### src/rtl/env_sensor_conditioner.sv
// env_sensor_conditioner
//   Conditions a strobed environmental sensor stream: 4-tap moving average on
//   wind and temperature, debounced visibility code, held thunderstorm flag,
//   and a sample-stream timeout that drives a fail-safe fault state.
// Ports:
//   CLK, RST         rising-edge clock, asynchronous active-high reset
//   sample_valid     one-cycle strobe qualifying the raw_* inputs
//   raw_wind         unsigned raw wind (6 bit)
//   raw_visibility   raw visibility code (2 bit)
//   raw_temperature  signed raw temperature (8 bit)
//   raw_lightning    lightning seen in this sample
//   wind             filtered wind
//   visibility       debounced visibility code
//   temperature      signed filtered temperature
//   thunderstorm     held storm flag, forced high while faulted
//   data_valid       one-cycle pulse when outputs update from a sample
//   sensor_fault     sample stream timed out
module env_sensor_conditioner #(
   parameter int unsigned TIMEOUT    = 100,
   parameter int unsigned STORM_HOLD = 8,
   parameter int unsigned VIS_STABLE = 3
) (
   input  logic       CLK,
   input  logic       RST,
   input  logic       sample_valid,
   input  logic [5:0] raw_wind,
   input  logic [1:0] raw_visibility,
   input  logic [7:0] raw_temperature,
   input  logic       raw_lightning,
   output logic [5:0] wind,
   output logic [1:0] visibility,
   output logic [7:0] temperature,
   output logic       thunderstorm,
   output logic       data_valid,
   output logic       sensor_fault
);

   localparam int unsigned IW = $clog2(TIMEOUT + 1);
   localparam int unsigned SW = $clog2(STORM_HOLD + 1);
   localparam int unsigned VW = $clog2(VIS_STABLE + 1);
   localparam logic [IW-1:0] TimeoutC = IW'(TIMEOUT);
   localparam logic [SW-1:0] StormC   = SW'(STORM_HOLD);
   localparam logic [VW-1:0] VisC     = VW'(VIS_STABLE);

   localparam logic [1:0] StInit  = 2'd0;
   localparam logic [1:0] StRun   = 2'd1;
   localparam logic [1:0] StFault = 2'd2;

   logic [1:0]    state_q, state_d;
   logic [IW-1:0] idle_q, idle_d;
   logic [5:0]    wind_hist_q [4];
   logic [5:0]    wind_hist_d [4];
   logic [7:0]    temp_hist_q [4];
   logic [7:0]    temp_hist_d [4];
   logic [1:0]    vis_cand_q, vis_cand_d;
   logic [VW-1:0] vis_cnt_q, vis_cnt_d;
   logic          storm_flag_q, storm_flag_d;
   logic [SW-1:0] storm_cnt_q, storm_cnt_d;

   logic [5:0] wind_q, wind_d;
   logic [1:0] vis_q, vis_d;
   logic [7:0] temp_q, temp_d;
   logic       thunder_q, thunder_d;
   logic       data_valid_q, data_valid_d;
   logic       fault_q, fault_d;

   logic [7:0]        wind_sum;
   logic signed [9:0] temp_sum;

   always_comb begin
      state_d      = state_q;
      idle_d       = idle_q;
      wind_hist_d  = wind_hist_q;
      temp_hist_d  = temp_hist_q;
      vis_d        = vis_q;
      vis_cand_d   = vis_cand_q;
      vis_cnt_d    = vis_cnt_q;
      storm_flag_d = storm_flag_q;
      storm_cnt_d  = storm_cnt_q;
      data_valid_d = 1'b0;

      if (!sample_valid && (idle_q < TimeoutC)) begin
         idle_d = idle_q + 1'b1;
      end

      if (sample_valid) begin
         // A sample always wins over a timeout landing on the same edge.
         idle_d       = '0;
         state_d      = StRun;
         data_valid_d = 1'b1;

         if (state_q != StRun) begin
            // Prime: fill the whole history so the average starts at the sample.
            for (int i = 0; i < 4; i++) begin
               wind_hist_d[i] = raw_wind;
               temp_hist_d[i] = raw_temperature;
            end
            vis_d      = raw_visibility;
            vis_cand_d = raw_visibility;
            vis_cnt_d  = VW'(1);
         end else begin
            for (int i = 3; i > 0; i--) begin
               wind_hist_d[i] = wind_hist_q[i-1];
               temp_hist_d[i] = temp_hist_q[i-1];
            end
            wind_hist_d[0] = raw_wind;
            temp_hist_d[0] = raw_temperature;

            if (raw_visibility == vis_cand_q) begin
               if (vis_cnt_q < VisC) vis_cnt_d = vis_cnt_q + 1'b1;
            end else begin
               vis_cand_d = raw_visibility;
               vis_cnt_d  = VW'(1);
            end
            if (vis_cnt_d >= VisC) vis_d = vis_cand_d;
         end

         if (raw_lightning) begin
            storm_flag_d = 1'b1;
            storm_cnt_d  = StormC;
         end else if (storm_cnt_q != '0) begin
            storm_cnt_d = storm_cnt_q - 1'b1;
            if (storm_cnt_d == '0) storm_flag_d = 1'b0;
         end
      end else if ((state_q != StFault) && (idle_d == TimeoutC)) begin
         state_d = StFault;
      end

      fault_d   = (state_d == StFault);
      thunder_d = fault_d | storm_flag_d;
   end

   // Averages are taken over the post-update history so they land with the sample.
   always_comb begin
      wind_sum = {2'b00, wind_hist_d[0]} + {2'b00, wind_hist_d[1]}
               + {2'b00, wind_hist_d[2]} + {2'b00, wind_hist_d[3]};
      temp_sum = {{2{temp_hist_d[0][7]}}, temp_hist_d[0]} + {{2{temp_hist_d[1][7]}}, temp_hist_d[1]}
               + {{2{temp_hist_d[2][7]}}, temp_hist_d[2]} + {{2{temp_hist_d[3][7]}}, temp_hist_d[3]};
      wind_d = wind_q;
      temp_d = temp_q;
      if (sample_valid) begin
         wind_d = 6'(wind_sum >> 2);
         temp_d = 8'(temp_sum >>> 2);
      end
   end

   always_ff @(posedge CLK or posedge RST) begin
      if (RST) begin
         state_q      <= StInit;
         idle_q       <= '0;
         for (int i = 0; i < 4; i++) begin
            wind_hist_q[i] <= '0;
            temp_hist_q[i] <= '0;
         end
         vis_cand_q   <= '0;
         vis_cnt_q    <= '0;
         storm_flag_q <= 1'b0;
         storm_cnt_q  <= '0;
         wind_q       <= '0;
         vis_q        <= '0;
         temp_q       <= '0;
         thunder_q    <= 1'b0;
         data_valid_q <= 1'b0;
         fault_q      <= 1'b0;
      end else begin
         state_q      <= state_d;
         idle_q       <= idle_d;
         wind_hist_q  <= wind_hist_d;
         temp_hist_q  <= temp_hist_d;
         vis_cand_q   <= vis_cand_d;
         vis_cnt_q    <= vis_cnt_d;
         storm_flag_q <= storm_flag_d;
         storm_cnt_q  <= storm_cnt_d;
         wind_q       <= wind_d;
         vis_q        <= vis_d;
         temp_q       <= temp_d;
         thunder_q    <= thunder_d;
         data_valid_q <= data_valid_d;
         fault_q      <= fault_d;
      end
   end

   assign wind         = wind_q;
   assign visibility   = vis_q;
   assign temperature  = temp_q;
   assign thunderstorm = thunder_q;
   assign data_valid   = data_valid_q;
   assign sensor_fault = fault_q;

endmodule

### config.mk
export PLATFORM = sky130hd
export DESIGN_NAME = env_sensor_conditioner
export DESIGN_NICKNAME = d
export VERILOG_FILES = /design/src/rtl/env_sensor_conditioner.sv
export SDC_FILE = /design/constraint.sdc
export NUM_CORES = 1
export LEC_CHECK = 0
export CAP_MARGIN = 0
export CORE_ASPECT_RATIO = 1.5
export CORE_MARGIN = 2
export CORE_UTILIZATION = 59
export CTS_CLUSTER_SIZE = 16
export DETAILED_ROUTE_END_ITERATION = 7
export GPL_TIMING_DRIVEN = 0
export HOLD_SLACK_MARGIN = 0.02
export PLACE_DENSITY = 0.8
export SYNTH_ARGS = -nofsm -noshare
export SYNTH_HDL_FRONTEND = slang
export SYNTH_SLANG_ARGS = --single-unit
export TNS_END_PERCENT = 100
### constraint.sdc
create_clock -name CLK -period 5.52 [get_ports CLK]
set_input_delay 1.104 -clock CLK [delete_from_list [all_inputs] [get_ports CLK]]
set_output_delay 1.104 -clock CLK [all_outputs]
set_load 0.01 [all_outputs]
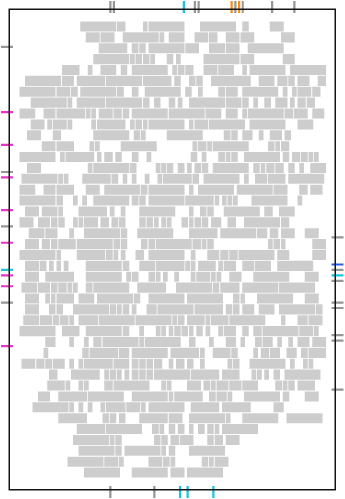
Fig. 1. Pin map.
Scale: 4 px per µm. Pins as bars across the die edge, other pins in grey.
Key: raw_wind = cyan [pins 6, direction input, edge 3 bottom, 1 right, 1 top, 1 left]; sensor_fault = blue [pins 1, direction output, edge right]; temperature = magenta [pins 8, direction output, edge left]; raw_visibility = orange [pins 2, direction input, edge top]
I/O Buffers: 38
height of the die: 119.7 µm
die width: 81.15 µm

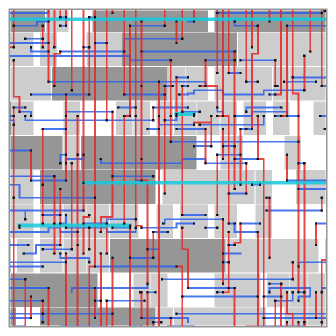
Fig. 2. Close-up of the layout.
Region (28, 23) to (53, 48) µm. Cells in grey, sequential cells in the stronger grey; small squares are vias.
Key: M4 = magenta; M2 = red; M1 = blue; M3 = cyan
Most frequent: a21oi_1 (17), inv_1 (10), dfrtp_1 (9). Sequential cells in the window: 9. Netlist names of flops here include wind_hist_q (7), temp_hist_q (2). 59 logic cells have their middle in the window.

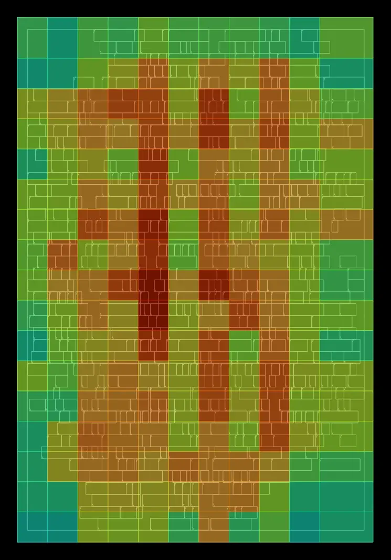
Fig. 3. Track usage over the die.
Global Route Usage Sum: 0.2652
GR Util met1: 0.3286
met2 usage: 0.4618
routed wire length per instance: 16.42 µm
GR met3 Demand/Resource: 0.05038

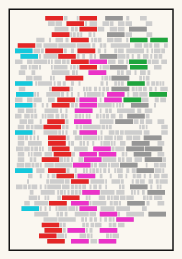
Fig. 4. Where the registers sit.
Scale: 2 px per µm. Other sequential cells in the stronger grey, the rest of the logic in the fainter grey.
Key: wind_hist_q = magenta [placed flops 24]; temp_hist_q = red [placed flops 32]; temperature = cyan [placed flops 8]; idle_q = green [placed flops 7, where upper right]
Another 22 sequential cells are not coloured.

==> qor.yml <==
outcome: "finished clean"
dp_hpwl_mm: 8.359
worst_ir_drop_vdd_mv: 0.4080
placementRows: 42
lay_top_cells: "a21oi_1, dfrtp_1, inv_1"
largest_reg_flops: 32
tightest_slew_ps: 653.6
wl_mm: 11.49
taps: 110
cp_top_family: "buffers and inverters"
clock_tree_area_fraction: 0.04722
antenna_found_initial: 0
dieArea_mm2: 0.009716
clock_buffers: 13
edf_count: 0
grt_pass1_wl_mm: 19.62
switching_share: 0.3516
core_util_floorplan: 0.6002
cts_tree: "built"
synthDistinctLibCells: 50
startpoint_type: "input pin"
final_max_slew_viol_count: 0
bufAreaShareNonClock: 0.08422
area_delta_synth_final_pct: 16.20
slowest_delay_ps: 580
final_hold_viol_count: 0
largest-register: "temp_hist_q"
